**config.mk**
```make
export PLATFORM = sky130hd
export DESIGN_NAME = gf_serial_host
export DESIGN_NICKNAME = d
export VERILOG_FILES = /design/src/rtl/gf_serial_host.sv
export SDC_FILE = /design/constraint.sdc
export NUM_CORES = 1
export LEC_CHECK = 0
export ABC_AREA = 0
export CORE_MARGIN = 5
export CORE_UTILIZATION = 50
export DETAILED_ROUTE_END_ITERATION = 16
export GPL_TIMING_DRIVEN = 0
export PLACE_DENSITY = 0.84
export SLEW_MARGIN = 20
export SYNTH_ARGS = -nofsm -noshare
export SYNTH_HDL_FRONTEND = slang
export SYNTH_SLANG_ARGS = --single-unit
```
**constraint.sdc**
```tcl
create_clock -name clk -period 3.35 [get_ports clk]
set_input_delay 0.8375 -clock clk [delete_from_list [all_inputs] [get_ports clk]]
set_output_delay 0.8375 -clock clk [all_outputs]
set_load 0.01 [all_outputs]
```
**src/rtl/gf_serial_host.sv**
```systemverilog
// gf_serial_host: request/response front end for a bit-serial GF arithmetic
// core shell. Operands are shifted out MSB first, the core is pulsed, and the
// serial results are shifted back in and presented as a parallel response.
module gf_serial_host #(
  parameter int DATA_WIDTH  = 32,
  parameter int WAIT_CYCLES = 2
) (
  input  logic                          clk,
  input  logic                          reset,
  input  logic                          req_valid,
  output logic                          req_ready,
  input  logic [DATA_WIDTH-1:0]         req_a,
  input  logic [DATA_WIDTH-1:0]         req_b,
  input  logic [$clog2(DATA_WIDTH):0]   req_grade,
  input  logic [DATA_WIDTH:0]           req_poly,
  input  logic [2*DATA_WIDTH-1:0]       req_red,
  input  logic                          req_sum_funct,
  input  logic                          req_exp_funct,
  input  logic                          req_red_funct,
  input  logic                          req_carry_option,
  output logic                          ser_a,
  output logic                          ser_b,
  output logic                          ser_grade,
  output logic                          ser_poly,
  output logic                          ser_red,
  output logic                          sum_funct,
  output logic                          exp_funct,
  output logic                          red_funct,
  output logic                          carry_option,
  output logic                          enable,
  input  logic                          ser_out,
  input  logic                          ser_out_mult,
  output logic                          rsp_valid,
  input  logic                          rsp_ready,
  output logic [DATA_WIDTH-1:0]         rsp_result,
  output logic [2*DATA_WIDTH-1:0]       rsp_mult,
  output logic                          busy
);

  localparam int SW    = 2 * DATA_WIDTH;
  localparam int CNT_W = $clog2(SW) + 1;
  localparam logic [CNT_W-1:0] SW_LAST   = CNT_W'(SW - 1);
  localparam logic [CNT_W-1:0] WAIT_LAST = CNT_W'((WAIT_CYCLES > 0) ? WAIT_CYCLES - 1 : 0);

  typedef enum logic [2:0] {
    IDLE    = 3'd0,
    SHIFT   = 3'd1,
    ENABLE  = 3'd2,
    WAIT    = 3'd3,
    CAPTURE = 3'd4,
    RESP    = 3'd5
  } state_t;

  state_t            state;
  state_t            state_next;
  logic [CNT_W-1:0]  bit_cnt;
  logic              accept;

  // Operands zero-extended to 2*DW so every line finishes on the same cycle.
  logic [SW-1:0]     sh_a;
  logic [SW-1:0]     sh_b;
  logic [SW-1:0]     sh_grade;
  logic [SW-1:0]     sh_poly;
  logic [SW-1:0]     sh_red;
  logic              fn_sum;
  logic              fn_exp;
  logic              fn_red;
  logic              fn_carry;

  logic [SW-1:0]         cap_mult;
  logic [DATA_WIDTH-1:0] cap_res;

  assign accept = (state == IDLE) && req_valid;

  // State register and shared bit counter, counter restarts on every state entry.
  always_ff @(posedge clk) begin
    if (reset) begin
      state   <= IDLE;
      bit_cnt <= '0;
    end else begin
      state   <= state_next;
      bit_cnt <= (state_next != state) ? '0 : bit_cnt + 1'b1;
    end
  end

  // Next-state selection.
  always_comb begin
    state_next = state;
    case (state)
      IDLE:    if (req_valid) state_next = SHIFT;
      SHIFT:   if (bit_cnt == SW_LAST) state_next = ENABLE;
      ENABLE:  state_next = (WAIT_CYCLES == 0) ? CAPTURE : WAIT;
      WAIT:    if (bit_cnt == WAIT_LAST) state_next = CAPTURE;
      CAPTURE: if (bit_cnt == SW_LAST) state_next = RESP;
      RESP:    if (rsp_ready) state_next = IDLE;
      default: state_next = IDLE;
    endcase
  end

  // Register the request on acceptance, then shift operands out MSB first.
  always_ff @(posedge clk) begin
    if (reset) begin
      sh_a     <= '0;
      sh_b     <= '0;
      sh_grade <= '0;
      sh_poly  <= '0;
      sh_red   <= '0;
      fn_sum   <= 1'b0;
      fn_exp   <= 1'b0;
      fn_red   <= 1'b0;
      fn_carry <= 1'b0;
    end else if (accept) begin
      sh_a     <= SW'(req_a);
      sh_b     <= SW'(req_b);
      sh_grade <= SW'(req_grade);
      sh_poly  <= SW'(req_poly);
      sh_red   <= req_red;
      fn_sum   <= req_sum_funct;
      fn_exp   <= req_exp_funct;
      fn_red   <= req_red_funct;
      fn_carry <= req_carry_option;
    end else if (state == SHIFT) begin
      sh_a     <= sh_a << 1;
      sh_b     <= sh_b << 1;
      sh_grade <= sh_grade << 1;
      sh_poly  <= sh_poly << 1;
      sh_red   <= sh_red << 1;
    end
  end

  // Shift results in during CAPTURE; publish them only when the last bit lands
  // so the previous response stays visible until then.
  always_ff @(posedge clk) begin
    if (reset) begin
      cap_mult   <= '0;
      cap_res    <= '0;
      rsp_mult   <= '0;
      rsp_result <= '0;
    end else if (state == CAPTURE) begin
      cap_mult <= {cap_mult[SW-2:0], ser_out_mult};
      cap_res  <= {cap_res[DATA_WIDTH-2:0], ser_out};
      if (bit_cnt == SW_LAST) begin
        rsp_mult   <= {cap_mult[SW-2:0], ser_out_mult};
        rsp_result <= {cap_res[DATA_WIDTH-2:0], ser_out};
      end
    end
  end

  // State-decoded outputs.
  always_comb begin
    req_ready    = (state == IDLE);
    busy         = (state != IDLE);
    enable       = (state == ENABLE);
    rsp_valid    = (state == RESP);
    ser_a        = (state == SHIFT) && sh_a[SW-1];
    ser_b        = (state == SHIFT) && sh_b[SW-1];
    ser_grade    = (state == SHIFT) && sh_grade[SW-1];
    ser_poly     = (state == SHIFT) && sh_poly[SW-1];
    ser_red      = (state == SHIFT) && sh_red[SW-1];
    sum_funct    = (state != IDLE) && fn_sum;
    exp_funct    = (state != IDLE) && fn_exp;
    red_funct    = (state != IDLE) && fn_red;
    carry_option = (state != IDLE) && fn_carry;
  end

endmodule

```
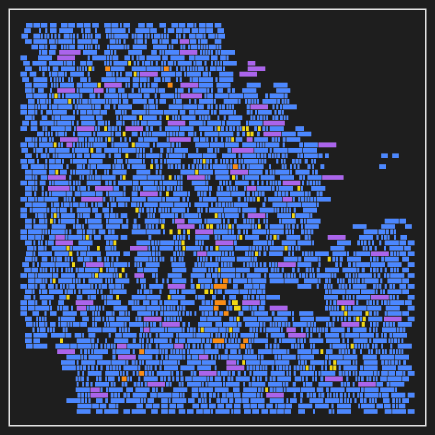
**Above:** run 1 (drive-strength map).
Scale: 2 px per um.
Blue is _0 and _1 cells, cells 2,693, share 94%. Purple is _6 and larger, cells 78, share 2.7%. Yellow is _2 cells, cells 91, share 3.2%. Orange is _3 and _4 cells, cells 15, share 0.52%.
synthesis-to-layout area growth: 27.3%
Design Area, Final: 0.0248 sq mm
count of non-CTS buffers in the layout: 493

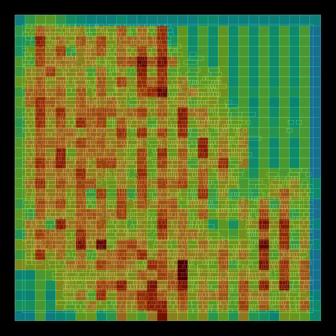
**Above:** run 1 (track usage over the die).
Layout Utilization: 0.643
M1 GR Usage: 0.279
routed len/inst: 15.6 um

==> results.cfg, run 1 <==
; implementation run metrics
[outcome]
status = completed

[drt]
route.met2.wl_mm = 25.6
antenna_left = 0
firstDrtPassIters = 7
drc = 0
drt_iter0_markers = 1363
highest_layer = met5

[timing]
final.setup.tns_ps = 0
fin_skew_ps = 10.9
fmax_mhz = 305
layout_setup_ws_ps = 68.2
slew_violations = 0
layout_min_cycle_time_ps = 3280
hold_ws_ps = 448
finalSetupViolCount = 0

[finish]
final_cells = 3397
fin_nets = 3018
comb_share = 0.326
biggestCellCategory = sequential cells
mostFrequentLayoutCell = nand2_1
comb_cells = 1764
num-nonclk-inverters = 5
clkbuf_count = 69
nFillCells = 3046

[power]
p_int_w = 0.0106
vdd_drop_max_mv = 0.393
p_leak_nw = 8.32
p_comb_w = 0.00111
power_leader = registers
pwr-share-comb = 0.080
clock_net_power_w = 0.00618
power.switching_w = 0.00323
p_seq_w = 0.00654
sw_frac_of_total = 0.233
p_per_area_mw_per_mm2 = 557
pwr-share-seq = 0.473

[setup_path]
required_ps = 2510
path_buffers = 3
r2r-start = state[0]$_SDFF_PP0_
crit_path_max_incr_delay_ps = 550
crit_chain = buf_4 > nor3b_4 > clkbuf_4 > and2_1 > clkdlybuf4s50_1
reg2reg_depth = 7
critical_path_class = reg -> out
cp-end-kind = output port
worst_ep_arrival_time_ps = 2440

[synthesis]
synth.most_common_cell = nand2_1
synth-edff-count = 0
yosysCellCount = 2501
synth_area_leader_cell = dfxtp_1
postSynthSeqShare = 0.538
synthDistinctLibCells = 35
xor_share = 0.00180
ys_top_cells_by_count = nand2_1, dfxtp_1, a21oi_1
ys.flop_type = dfxtp_1
yosysTopAreaCellShare = 0.538
ys_sh_simple = 0.241
synth-compound-area-share = 0.169
synth_area_sq_mm = 0.0195
mux_share = 0.00103
ys_ff = 524
logic_family = simple AND/OR/NAND/NOR gates

[floorplan]
initCoreUtil = 0.505
die_w_um = 208
num_rows = 72
die_h_um = 208
taps = 518

[global_routing]
overflow = 0
top_usage_layer = met2
grt_usage = 0.234
grt_pass1_wl_mm = 86.0
antenna_found_initial = 11
grt_start_max_net_pins = 16
grt_util_met3 = 0.0659

[placement]
place_inst = 3303
globalplace.congestion = 0.886
pre_cts_ws_ps = 246

[clock_network]
post-cts-setup-buffers = 1
clk_latency_ps = 590
cts_resized = 1
cts_buffer_depth = 3
cts_tree = yes
clkSlewWorstSetupHoldPaths_ps = 60
clock-root-buffer = clkbuf_16
clock-sinks = 524

[hold_path]
min_to = sh_b[50]$_SDFFE_PP0P_
worst_hold_path_type = reg -> reg

[job]
warning_count = 27
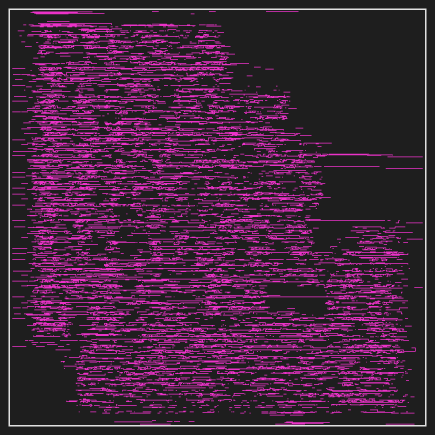
**Above:** run 1 (the metal 1 layer).
Scale: 2 px per um.
The layer carries 21.5 mm of wire. The longest straight run is 45.1 um. 2,805 nets have wire on it.

==> run 2: changes to the inputs <==
- CORE_UTILIZATION: 50 -> 40
- PLACE_DENSITY: 0.84 -> 0.72
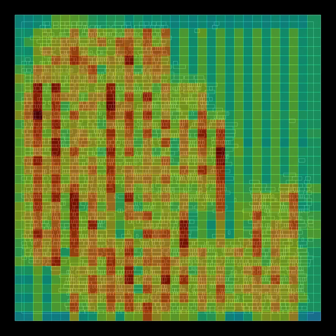
**Above:** run 2 (track usage over the die).
gr usage total: 0.191
Layout Utilization: 0.515
M1 GR Usage: 0.229

==> results.cfg, run 2 <==
; implementation run metrics
[synthesis]
mux_share = 0.00103
synth_area_sq_mm = 0.0195
yosysCellCount = 2501
ys_ff = 524
ys.flop_type = dfxtp_1
synth-compound-area-share = 0.169
xor_share = 0.00180
synthDistinctLibCells = 35

[outcome]
status = completed

[setup_path]
r2r-start = bit_cnt[0]$_SDFF_PP0_
worst_ep_arrival_time_ps = 2340
crit_path_max_incr_delay_ps = 550
critical_path_class = reg -> out
path_buffers = 3

[finish]
non_clock_buffer_count = 493
clkbuf_count = 70
syn_to_final_growth_pct = 28.2
nFillCells = 4437
biggestCellCategory = sequential cells

[hold_path]
min_to = sh_poly[56]$_SDFFE_PP0P_
worst_hold_path_type = reg -> reg

[power]
vdd_drop_max_mv = 0.398
sw_frac_of_total = 0.238
pwr-share-seq = 0.475
clock_net_power_w = 0.00612
power_leader = registers
p_per_area_mw_per_mm2 = 550
pwr-share-comb = 0.080
p_seq_w = 0.00654
p_comb_w = 0.00110

[clock_network]
post-cts-setup-buffers = 1
clk_latency_ps = 610
clkSlewWorstSetupHoldPaths_ps = 60
cts_tree = yes
clock-sinks = 524
cts_resized = 3
clock-root-buffer = clkbuf_16

[timing]
hold_ws_ps = 419
layout_setup_ws_ps = 171
layout_min_cycle_time_ps = 3180
fin_skew_ps = 43.5
final.setup.tns_ps = 0

[drt]
drt_iter0_markers = 1266
highest_layer = met5
firstDrtPassIters = 6
route.met2.wl_mm = 25.6
wl_per_cell_um = 15.1

[global_routing]
grt_start_max_net_pins = 16
grt_pass1_wl_mm = 85.8
top_usage_layer = met2

[placement]
place_inst = 3407
globalplace.congestion = 0.893

[floorplan]
initCoreUtil = 0.402

[job]
warning_count = 27
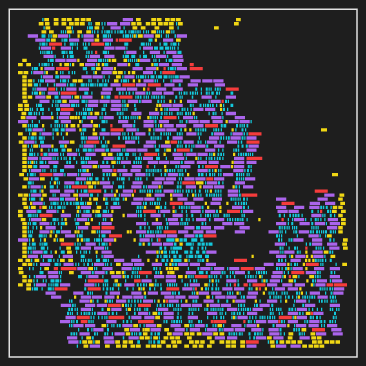
**Above:** run 2 (cell classes on the final placement).
Scale: 1.5 px per um.
Purple is sequential cells, cells 524. Cyan is combinational and other logic, cells 1,769. Red is clock drivers and dummy loads, cells 99. Yellow is remaining buffers and delay cells, cells 493.
Seq area share: 0.420
Core Region: 0.0485 sq mm
Design Area, Final: 0.0250 sq mm

==> run 3: changes to the inputs <==
- CORE_MARGIN: 5 -> 2
- RECOVER_POWER: not set -> 100
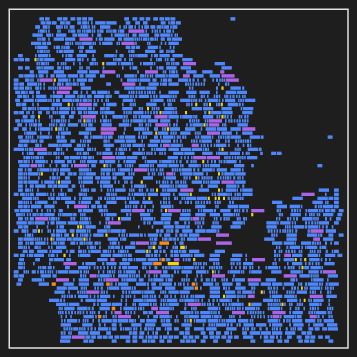
**Above:** run 3 (drive-strength map).
Scale: 1.5 px per um.
Blue is _0 and _1 cells, cells 2,738, share 95%. Yellow is _2 cells, cells 62, share 2.1%. Orange is _3 and _4 cells, cells 9, share 0.31%. Purple is _6 and larger, cells 76, share 2.6%.
Design Area, Final: 0.0249 sq mm
fin worst setup slack: 132 ps
synthesis-to-layout area growth: 27.6%

==> results.cfg, run 3 <==
; implementation run metrics
[floorplan]
die_h_um = 225
die_w_um = 225
initCoreUtil = 0.407
taps = 615
num_rows = 80
core_sq_mm = 0.0479

[power]
sw_frac_of_total = 0.238
p_comb_w = 0.00109
p_per_area_mw_per_mm2 = 548
power.switching_w = 0.00325
p_leak_nw = 8.57
p_seq_w = 0.00654
clock_net_power_w = 0.00602
vdd_drop_max_mv = 0.394
p_int_w = 0.0104

[setup_path]
critical_path_class = reg -> out
crit_path_max_incr_delay_ps = 650
path_buffers = 3
reg2reg_depth = 8

[synthesis]
logic_family = simple AND/OR/NAND/NOR gates
ys_ff = 524
synth-compound-area-share = 0.169
synth.most_common_cell = nand2_1
synth-edff-count = 0
ys_sh_simple = 0.241
postSynthSeqShare = 0.538
synth_area_leader_cell = dfxtp_1
ys.flop_type = dfxtp_1
synth_area_sq_mm = 0.0195
yosysTopAreaCellShare = 0.538
xor_share = 0.00180
yosysCellCount = 2501
synthDistinctLibCells = 35
mux_share = 0.00103

[timing]
hold_ws_ps = 443
fin_skew_ps = 36.3
fmax_mhz = 311
layout_min_cycle_time_ps = 3220
final.setup.tns_ps = 0

[drt]
highest_layer = met5
firstDrtPassIters = 6
antenna_left = 0
drc = 0
wl_per_cell_um = 14.9
route.met2.wl_mm = 25.1

[placement]
pre_cts_ws_ps = 256
globalplace.congestion = 0.893
place_inst = 3400

[global_routing]
grt_pass1_wl_mm = 83.8
top_usage_layer = met2
antenna_found_initial = 12
overflow = 0
grt_usage = 0.202
grt_util_met3 = 0.0648
grt_start_max_net_pins = 15

[outcome]
status = completed

[hold_path]
min_to = sh_a[46]$_SDFFE_PP0P_
worst_hold_path_type = reg -> reg

[finish]
fin_nets = 3021
non_clock_buffer_count = 493
final_core_util = 0.519
comb_share = 0.324
seq_area_frac = 0.421
final_cells = 3508
mostFrequentLayoutCell = nand2_1
num-nonclk-inverters = 5
biggestCellCategory = sequential cells

[clock_network]
cts_buffer_depth = 3
clock-sinks = 524
clkSlewWorstSetupHoldPaths_ps = 60
post-cts-setup-buffers = 1
clock-root-buffer = clkbuf_16
cts_tree = yes
cts_resized = 3
clk_latency_ps = 610
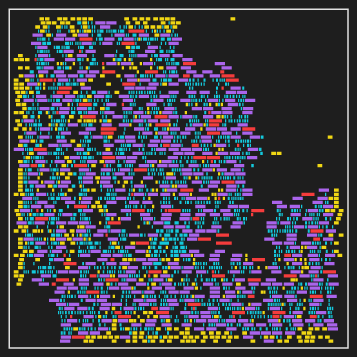
**Above:** run 3 (cell classes on the final placement).
Scale: 1.5 px per um.
Yellow is remaining buffers and delay cells, cells 493. Red is clock drivers and dummy loads, cells 99. Purple is sequential cells, cells 524. Cyan is combinational and other logic, cells 1,769.

Power figures rest on the tool's default switching activity, not on a simulated workload.
